Fig. 1: run 1, clock nets
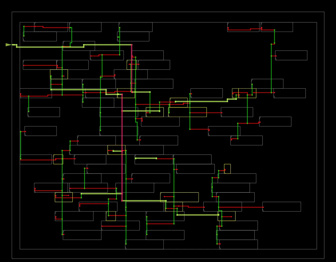
Fig. 2: run 1, wiring by layer
Only two layers are drawn.
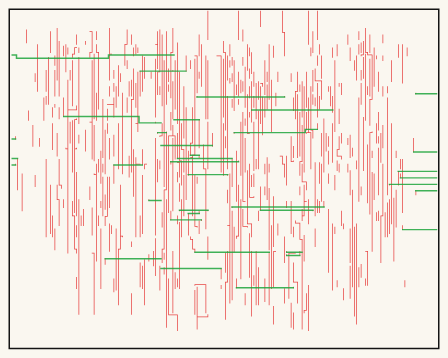
Fig. 3: run 1, metal 1
Supply wires on this layer in gray.
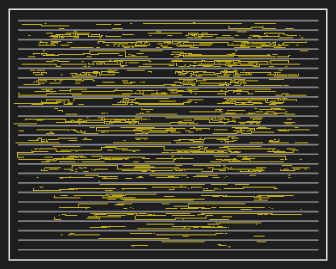
Fig. 4: run 1, port wiring
The bar under the picture is 20 um long.
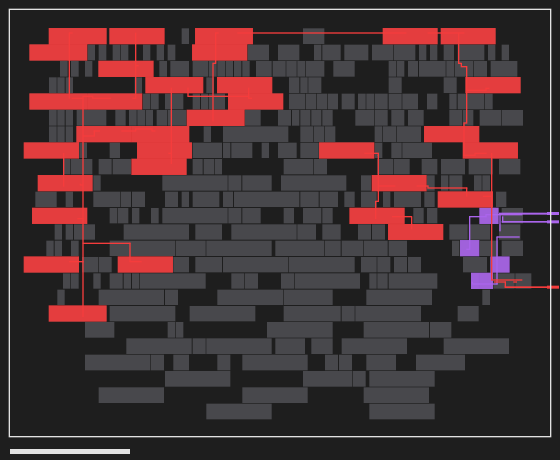
[config.mk]
export PLATFORM = sky130hd
export DESIGN_NAME = simon_seq
export DESIGN_NICKNAME = d
export VERILOG_FILES = /design/src/rtl/simon_seq.sv
export SDC_FILE = /design/constraint.sdc
export NUM_CORES = 1
export LEC_CHECK = 0
export CAP_MARGIN = 15
export CORE_AREA = 2 2 88 69
export CTS_BUF_LIST = sky130_fd_sc_hd__clkbuf_4 sky130_fd_sc_hd__clkbuf_8
export CTS_CLUSTER_DIAMETER = 200
export CTS_CLUSTER_SIZE = 24
export DETAILED_ROUTE_END_ITERATION = 10
export DIE_AREA = 0 0 90 71
export MAX_ROUTING_LAYER = met4
export PLACE_DENSITY = 0.78
export SYNTH_ARGS = -nofsm -noshare
export SYNTH_HDL_FRONTEND = slang
export SYNTH_SLANG_ARGS = --single-unit
[constraint.sdc]
create_clock -name clock -period 4.85 [get_ports clock]
set_input_delay 0.97 -clock clock [delete_from_list [all_inputs] [get_ports clock]]
set_output_delay 0.97 -clock clock [all_outputs]
set_load 0.02 [all_outputs]
[src/rtl/simon_seq.sv]
// Simon-game sequencer: grows an LFSR-driven colour sequence, plays it back, checks the replay.
// Optional input timeout is built when SIMON_TIMEOUT_EN is defined.
module simon_seq #(
    parameter int          COLOR_W        = 2,
    parameter int          MAX_LEN        = 16,
    parameter int          SHOW_CYCLES    = 4,
    parameter int          GAP_CYCLES     = 2,
    parameter logic [15:0] SEED           = 16'hACE1,
    parameter int          TIMEOUT_CYCLES = 64
) (
    input  logic                             clock,
    input  logic                             reset,
    input  logic                             start,
    input  logic                             in_valid,
    input  logic [COLOR_W-1:0]               in,
    output logic [COLOR_W-1:0]               out,
    output logic                             out_valid,
    output logic                             awaiting,
    output logic [$clog2(MAX_LEN+1)-1:0]     level,
    output logic                             win,
    output logic                             lose
);

    localparam int LW    = $clog2(MAX_LEN + 1);
    localparam int AW    = (MAX_LEN > 1) ? $clog2(MAX_LEN) : 1;
    localparam int TMAX  = (SHOW_CYCLES > GAP_CYCLES) ? SHOW_CYCLES : GAP_CYCLES;
    localparam int TW    = $clog2(TMAX + 1);

    localparam logic [2:0] S_IDLE    = 3'd0;
    localparam logic [2:0] S_EXTEND  = 3'd1;
    localparam logic [2:0] S_SHOW    = 3'd2;
    localparam logic [2:0] S_GAP     = 3'd3;
    localparam logic [2:0] S_WAIT_IN = 3'd4;
    localparam logic [2:0] S_WIN     = 3'd5;
    localparam logic [2:0] S_LOSE    = 3'd6;

    logic [2:0]         state_reg, state_next;
    logic [15:0]        lfsr_reg, lfsr_next;
    logic [LW-1:0]      len_reg, len_next;
    logic [LW-1:0]      idx_reg, idx_next;
    logic [TW-1:0]      timer_reg, timer_next;

    logic [COLOR_W-1:0] mem [MAX_LEN];
    logic [15:0]        lfsr_step;
    logic [COLOR_W-1:0] mem_rd;
    logic               last_idx;

`ifdef SIMON_TIMEOUT_EN
    localparam int CW = $clog2(TIMEOUT_CYCLES + 1);
    logic [CW-1:0] tcount_reg, tcount_next;
`endif

    assign lfsr_step = {lfsr_reg[14:0],
                        lfsr_reg[15] ^ lfsr_reg[13] ^ lfsr_reg[12] ^ lfsr_reg[10]};
    assign mem_rd    = mem[idx_reg[AW-1:0]];
    assign last_idx  = (idx_reg == len_reg - LW'(1));

    // Sequence storage is deliberately left out of reset so it maps onto RAM.
    always_ff @(posedge clock) begin
        if (state_reg == S_EXTEND) begin
            mem[len_reg[AW-1:0]] <= lfsr_step[COLOR_W-1:0];
        end
    end

    always_comb begin
        state_next = state_reg;
        lfsr_next  = lfsr_reg;
        len_next   = len_reg;
        idx_next   = idx_reg;
        timer_next = timer_reg;
`ifdef SIMON_TIMEOUT_EN
        tcount_next = tcount_reg;
`endif
        case (state_reg)
            S_IDLE, S_WIN, S_LOSE: begin
                if (start) begin
                    len_next   = '0;
                    state_next = S_EXTEND;
                end
            end
            S_EXTEND: begin
                lfsr_next  = lfsr_step;
                len_next   = len_reg + LW'(1);
                idx_next   = '0;
                timer_next = '0;
                state_next = S_SHOW;
            end
            S_SHOW: begin
                if (timer_reg == TW'(SHOW_CYCLES - 1)) begin
                    timer_next = '0;
                    state_next = S_GAP;
                end else begin
                    timer_next = timer_reg + TW'(1);
                end
            end
            S_GAP: begin
                if (timer_reg == TW'(GAP_CYCLES - 1)) begin
                    timer_next = '0;
                    if (last_idx) begin
                        idx_next   = '0;
                        state_next = S_WAIT_IN;
`ifdef SIMON_TIMEOUT_EN
                        tcount_next = '0;
`endif
                    end else begin
                        idx_next   = idx_reg + LW'(1);
                        state_next = S_SHOW;
                    end
                end else begin
                    timer_next = timer_reg + TW'(1);
                end
            end
            S_WAIT_IN: begin
                // A press always wins over a timeout expiring in the same cycle.
                if (in_valid) begin
`ifdef SIMON_TIMEOUT_EN
                    tcount_next = '0;
`endif
                    if (in != mem_rd) begin
                        state_next = S_LOSE;
                    end else if (!last_idx) begin
                        idx_next = idx_reg + LW'(1);
                    end else if (len_reg == LW'(MAX_LEN)) begin
                        state_next = S_WIN;
                    end else begin
                        state_next = S_EXTEND;
                    end
                end
`ifdef SIMON_TIMEOUT_EN
                else if (tcount_reg == CW'(TIMEOUT_CYCLES - 1)) begin
                    state_next = S_LOSE;
                end else begin
                    tcount_next = tcount_reg + CW'(1);
                end
`endif
            end
            default: begin
                state_next = S_IDLE;
            end
        endcase
    end

    always_ff @(posedge clock or negedge reset) begin
        if (!reset) begin
            state_reg <= S_IDLE;
            lfsr_reg  <= SEED;
            len_reg   <= '0;
            idx_reg   <= '0;
            timer_reg <= '0;
`ifdef SIMON_TIMEOUT_EN
            tcount_reg <= '0;
`endif
        end else begin
            state_reg <= state_next;
            lfsr_reg  <= lfsr_next;
            len_reg   <= len_next;
            idx_reg   <= idx_next;
            timer_reg <= timer_next;
`ifdef SIMON_TIMEOUT_EN
            tcount_reg <= tcount_next;
`endif
        end
    end

    // Outputs decode straight from state so an asynchronous reset clears them at once.
    assign out_valid = (state_reg == S_SHOW);
    assign out       = out_valid ? mem_rd : '0;
    assign awaiting  = (state_reg == S_WAIT_IN);
    assign win       = (state_reg == S_WIN);
    assign lose      = (state_reg == S_LOSE);
    assign level     = len_reg;

endmodule

==> impl_metrics.toml, run 1 <==
# flow metrics
[synth]
edf_count = 32
yosys.area.top_type = "edfxtp_1"
netlist.area_leader.share_pct = 29.7
syn_area_mm2 = 0.00323
synth.distinct_cells = 45
synth_cells = 296
numSynthFlops = 64
ys.flop_type = "edfxtp_1"
postSynthSeqShare_pct = 54.8
yosysWarningCount = 0
netlist_top_cells_area = "edfxtp_1 30%, dfrtp_1 19%, nand2_1 7.3%"

[worst_setup_path]
path_buffers = 1
path_cells = "mux2i_1 -> and3_1 -> nor4_1 -> nor2_1 -> a2111oi_0 -> clkdlybuf4s50_1"
crit_family = "flip-flops"
crit_type = "flip-flop to output pin"
cp_slowest_cell = "dfrtp_1"
required_ns = 3.88
arrival_ns = 3.06

[route]
drc = 0
routed_via_density = 5.59
ant_nets = 0
vias = 2196
drt_iter0_markers = 208
finalWirelength_um = 6540
drtPass1Iterations = 4

[final_timing]
finalHoldViolCount = 0
setup_viol = 0
tns_ns = 0
finalMaxSlewViolations = 0
finalCriticalPeriod_ns = 4.03
clock_skew_ns = 0.00795
finalCritPeriodShare_pct = 83.1
slew_headroom_pct = 45.1

[status]
status = "completed"

[global_routing]
grt_pass1_wl_um = 10900
grt_pass1_vias = 2173
antenna_found_initial = 0
grt_max_degree = 33

[finish]
stdcell_count = 393
area.growth.synth_to_final_pct = 12.8
layout-drive-gt1-share_pct = 11.4
final_cell_area_mm2 = 0.00365
fill_cells = 453
ff_latch_area_mm2 = 0.00177
largest_reg_flops = 32
antenna_cells = 0
final_nets = 325

[clock_tree]
cts-root-buf = "clkbuf_8"
cts.sinks = 64
clk_latency_ns = 0.34
post_cts_buffers = 0
path_clk_slew_ns = 0.07
cts_tree = "done"
cts_resized = 0
cts_max_level = 3
numCtsBuffers = 9

[run]
drv_cap = 0

[floorplan]
core_mm2 = 0.00559
die_w_um = 90

[power_and_ir_drop]
combinationalPowerShare_pct = 32.0
switching_power_w = 0.000636
power_density_mw_per_mm2 = 490
peakVddDrop_mv = 0.237
swShare_pct = 35.6
leakage_nw = 1.56

[min_path]
hp-class = "flip-flop to flip-flop"

[place]
dp.cells = 377
-- Fig. 1 (at the start) --
Clk power: 0.000499 W
flop count: 64

-- Fig. 2 (at the start) --
| layer | color | wire length |
|---|---|---|
| metal 3 | green | 335 um |
| metal 2 | red | 3030 um |
GRT Overall Usage: 22.8%
Routed wire per std cell: 16.6 um

-- Fig. 3 (at the start) --
nets with wire on the layer: 297
main direction: horizontal
wire length on this layer: 3130 um
share of all routed wire: 48%

-- Fig. 4 (at the start) --
| port | color | bits | direction | end cells | buffers | wire |
|---|---|---|---|---|---|---|
| in | purple | 2 | input | 5 | 2 | 50.3 um |
| reset | red | 1 | input | 32 | 2 | 274 um |
I/O pin total: 17
IO Port Bufs: 16

==> run 1: placed cells by master, fill, tap and decap left out, types with 5 or more instances in the layout <==
| master | count |
|---|---|
| mux2i_1 | 6 |
| and2_1 | 14 |
| xnor2_1 | 5 |
| nand3_1 | 8 |
| xor2_1 | 8 |
| edfxtp_1 | 32 |
| mux4_2 | 5 |
| o21ai_0 | 13 |
| and3_1 | 7 |
| dfstp_2 | 8 |
| ha_1 | 9 |
| nand2_1 | 63 |
| clkdlybuf4s50_1 | 16 |
| clkbuf_8 | 9 |
| nor2_1 | 10 |
| inv_1 | 13 |
| dfrtp_1 | 24 |
| nor2b_1 | 7 |
==> run 1: power groups by stage <==
stage               Combinational (W)  Clock (W)  Sequential [W]
floorplan                    0.000442          0        0.000673
CTS                          0.000574   0.000510        0.000713
detailed placement           0.000568          0        0.000723
global route                 0.000633   0.000533        0.000725
global placement             0.000547          0        0.000719
finish                       0.000572   0.000499        0.000716
==> run 1: worst min-delay path: cells and delay by family, from the launching register on <==
kind | cells | cell delay (ns)
and+or+nand+nor | 2 | 0.09
DFF | 1 | 0.37
==> run 1: per-stage QoR <==
step / power (W) / worst slack, ns / hold slack [ns]
CTS: 0.00180 / 0.781 / 0.460
finish: 0.00179 / 0.819 / 0.455
global route: 0.00189 / 0.660 / 0.475
global placement: 0.00127 / 1.31 / 0.446
floorplan: 0.00111 / 1.44 / 0.435
detailed placement: 0.00129 / 1.16 / 0.449
==> run 1: worst paths after layout <==
check,startpoint,endpoint,slack [ns],cells past startpoint
setup / recovery,idx_reg[1],out[0],0.82,6
hold reg to reg,lfsr_reg[6],lfsr_reg[7],0.45,2
hold / removal,lfsr_reg[6],lfsr_reg[7],0.45,2
min in group asynchronous,reset,idx_reg[1],1.03,2
max in group asynchronous,reset,lfsr_reg[6],3.48,2
setup reg to reg,level[0],idx_reg[4],1.61,9
==> run 1: layout make-up <==
type / instances / share of cell area (%)
tap: 78 / 2.68
timing repair buffer: 19 / 5.01
sequential: 64 / 48.6
clock buffer: 12 / 4.02
inverter: 13 / 1.34
clock inverter: 4 / 1.92
multi-input combinational: 203 / 36.4
==> run 1: synth_stat cells (2+ instances only) <==
master	count
nor2b_1	7
buf_2	3
nor2_1	10
clkbuf_1	11
edfxtp_1	32
and2b_1	2
xor2_1	8
dfrtp_1	24
a21oi_1	4
o22ai_1	3
nand2_1	63
and3_1	7
nand2b_1	4
ha_1	9
o31ai_1	3
nor3_1	4
mux2i_1	6
a211oi_1	4
dfstp_2	8
and2_1	14
o41a_1	2
nand4_1	2
a2111oi_0	4
nand3_1	8
o21ai_0	13
mux4_2	5
mux2_2	2
xnor2_1	5
inv_1	13
==> run 1: metal layers <==
metal	GRT usage (%)	vias to the layer above	part of all wire (%)
met5	-	-	0
met3	7.03	7	5.1
met1	31.4	1068	48
li1	-	1063	-
met4	4.96	0	0.67
met2	33.8	58	46
==> run 1: logic make-up (layout without fill, tap and decap cells) <==
group           after synthesis  count (layout)  synth area share (%)
fa+ha+maj                     9               9                  3.48
simple gates                126             126                  18.5
xor+xnor                     13              13                  3.52
buf+inv                      29              48                  4.06
flops                        64              64                  54.8
mux                          15              15                  7.20
compound gates               40              40                  8.36
Fig. 5: run 1, zoomed window
The bar under the picture is 10 um long. Window x 30 to 60, y 20 to 50 um. Cells in gray, sequential cells in the stronger gray; small squares are vias.
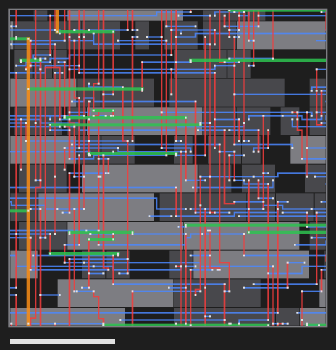

==> inputs of run 2 (changes only) <==
--- a/config.mk
+++ b/config.mk
@@ -6,14 +6,14 @@
 export NUM_CORES = 1
 export LEC_CHECK = 0
 export CAP_MARGIN = 15
-export CORE_AREA = 2 2 88 69
+export CORE_AREA = 2 2 91 71
 export CTS_BUF_LIST = sky130_fd_sc_hd__clkbuf_4 sky130_fd_sc_hd__clkbuf_8
 export CTS_CLUSTER_DIAMETER = 200
 export CTS_CLUSTER_SIZE = 24
 export DETAILED_ROUTE_END_ITERATION = 10
-export DIE_AREA = 0 0 90 71
+export DIE_AREA = 0 0 93 73
 export MAX_ROUTING_LAYER = met4
-export PLACE_DENSITY = 0.78
+export PLACE_DENSITY = 0.77
 export SYNTH_ARGS = -nofsm -noshare
 export SYNTH_HDL_FRONTEND = slang
 export SYNTH_SLANG_ARGS = --single-unit
==> constraint.sdc (replaced) <==
create_clock -name clock -period 3.6 [get_ports clock]
set_input_delay 0.72 -clock clock [delete_from_list [all_inputs] [get_ports clock]]
set_output_delay 0.72 -clock clock [all_outputs]
set_load 0.02 [all_outputs]
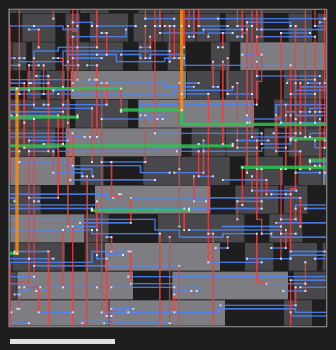
Fig. 6. Zoomed window (run 2).
The bar under the picture is 10 um long. Window x 32 to 62, y 22 to 52 um. Cells in gray, sequential cells in the stronger gray; small squares are vias.
| layer | color |
|---|---|
| metal 2 | red |
| metal 4 | orange |
| metal 1 | blue |
| metal 3 | green |
netlist names of flops here include: mem (11), idx_reg (1)
cells with their middle in the window: 60
most frequent: edfxtp_1 (11), xor2_1 (4)
sequential cells in the window: 12

==> run 2 against run 1 <==
Against the previous run:
- via count fell by 0.18%
- die size rose by 6.2%
- global-route usage fell by 0.90 points
- final cell count rose by 1.5%
- synthesized cell count did not move
- core utilization fell by 4.3 points
- hold slack improved by 0.0058 ns
- combinational power rose by about 40%
- power rose by 33%
- sequential cell count did not move
- synthesized area did not move
- count of clock-buffer cells in the layout did not move
- largest cell class unchanged
- largest power group unchanged
- highest routed layer unchanged
==> impl_metrics.toml, run 2 <==
# flow metrics
[synth]
netlist.area_leader.share_pct = 29.7
common_cells = "63 x nand2_1, 32 x edfxtp_1, 24 x dfrtp_1"
synth.avg_cell_area_um2 = 10.9
yosys.area.top_type = "edfxtp_1"
syn_area_mm2 = 0.00323
yosysWarningCount = 0
numSynthFlops = 64
ys_area_mm2 = 0.00323
synth.distinct_cells = 45
aoi_share_pct = 8.36
edf_count = 32
netlist_top_cells_area = "edfxtp_1 30%, dfrtp_1 19%, nand2_1 7.3%"
synth_cells = 296
fp_nets = 311
ys.flop_type = "edfxtp_1"
ys_sh_xor_pct = 3.52
most_common_cell = "nand2_1"
synthMuxAreaShare_pct = 7.20
synthAdderAreaFrac_pct = 3.48
synthSimpleGateAreaFrac_pct = 18.5
top_logic_kind = "simple AND/OR/NAND/NOR gates"
postSynthSeqShare_pct = 54.8

[power_and_ir_drop]
leakage_nw = 1.56
power_w = 0.00237
peakVddDrop_mv = 0.331
power_density_mw_per_mm2 = 648

[final_timing]
slew_headroom_pct = 54.6
setup_viol = 0
tns_ns = 0
finalMaxSlewViolations = 0
finalCritPeriodShare_pct = 93.7
fin_ws_ns = 0.225
clock_skew_ns = 0.00773
finalCriticalPeriod_ns = 3.37
finalHoldViolCount = 0
timing.hold.ws_ns = 0.461

[status]
status = "completed"

[route]
ant_nets = 0
routed_via_density = 5.49
drc = 0
drtPass1Iterations = 4
drt_iter0_markers = 132

[worst_setup_path]
arrival_ns = 2.65
required_ns = 2.88
crit_type = "flip-flop to output pin"
crit_fanout = 13

[clock_tree]
cts.sinks = 64
post_cts_buffers = 0
numCtsBuffers = 9
cts_max_level = 3
path_clk_slew_ns = 0.07
cts_tree = "done"
cts-root-buf = "clkbuf_8"
cts_resized = 0
clk_latency_ns = 0.34

[place]
pre_cts_slack_ns = 0.393
port-buffer-count = 16

[floorplan]
ios = 17
initCoreUtil_pct = 53.8
die_w_um = 93
core_mm2 = 0.00601

[global_routing]
antenna_found_initial = 0
grt_max_degree = 33
grt_pass1_wl_um = 10800
grt_pass1_vias = 2064

[run]
drv_cap = 0
warnings = 31

[finish]
layout_top_cells = "63 x nand2_1, 32 x edfxtp_1, 22 x dfrtp_1"
area.growth.synth_to_final_pct = 13.4
antenna_cells = 0
layout_top_cell = "nand2_1"
largest_reg_flops = 32
fill_cells = 518
layout-drive-gt1-share_pct = 13.2
final_nets = 328
fin_util_pct = 61.0

[min_path]
hp-class = "flip-flop to flip-flop"
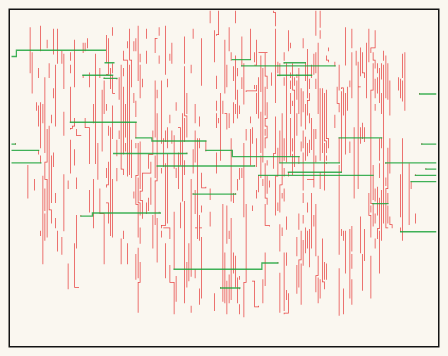
Fig. 7. Wiring by layer (run 2).
Only two layers are drawn.
| layer | color | wire length |
|---|---|---|
| metal 2 | red | 2850 um |
| metal 3 | green | 324 um |
GRT Overall Usage: 21.9%
final WL: 6480 um
Vias: 2192
Routed wire per std cell: 16.2 um

==> run 2: cell count changes in the layout (fill, tap and decap cells not counted), sizes merged <==
cell	before	now
buf	3	6
bufinv	2	1
clkinv	2	3
==> run 2: cell families (layout without fill, tap and decap cells) <==
group	after synthesis	count (layout)
AOI/OAI and AO/OA	40	40
xor gates and xnor gates	13	13
adders and majority gates	9	9
buffers and inverters	29	51
DFF	64	64
muxes	15	15
and+or+nand+nor	126	126
==> run 2: cell type report <==
type                       instances  area (um^2)  area share, %
timing repair buffer              22          205           5.60
clock inverter                     4         45.0           1.23
inverter                          13         48.8           1.33
clock buffer                      12          153           4.17
sequential                        64         1770           48.4
tap                               81          101           2.77
multi-input combinational        203         1340           36.5
==> run 2: metal layers <==
layer / track usage [%] / wire length (um) / vias to the layer above
met5: - / 0 / -
met4: 7.68 / 57 / 0
met3: 5.68 / 323 / 8
met2: 30.1 / 2850 / 51
met1: 31.6 / 3250 / 1067
li1: - / - / 1066
==> run 2: final timing paths <==
kind | cells after the start | startpoint | slack [ns] | endpoint
setup / recovery | 5 | idx_reg[1] | 0.23 | out[1]
min in group asynchronous | 2 | reset | 0.78 | state_reg[0]
hold reg to reg | 2 | lfsr_reg[11] | 0.46 | lfsr_reg[11]
setup reg to reg | 9 | level[0] | 0.62 | idx_reg[4]
hold / removal | 2 | lfsr_reg[11] | 0.46 | lfsr_reg[11]
max in group asynchronous | 2 | reset | 2.48 | lfsr_reg[13]
==> run 2: power breakdown <==
part | switching [W] | internal, W
Sequential | 0.000130 | 0.000827
Combinational | 0.000463 | 0.000336
Clock | 0.000268 | 0.000351
==> run 2: through the flow <==
step	cells	cell area (um^2)
2_1_floorplan	296	3230
3_3_place_gp	383	3460
3_5_place_dp	383	3460
4_1_cts	399	3650
5_1_grt	399	3660
6_report	399	3660
==> run 2: critical path: stages, from the launching register on <==
cell and delay, ns:
dfrtp_2 0.50, buf_4 0.20, mux4_1 0.34, mux2i_1 0.12, a2111oi_1 0.47, clkdlybuf4s50_1 0.68
No activity file was given, so power comes from the tool's default toggle rates.
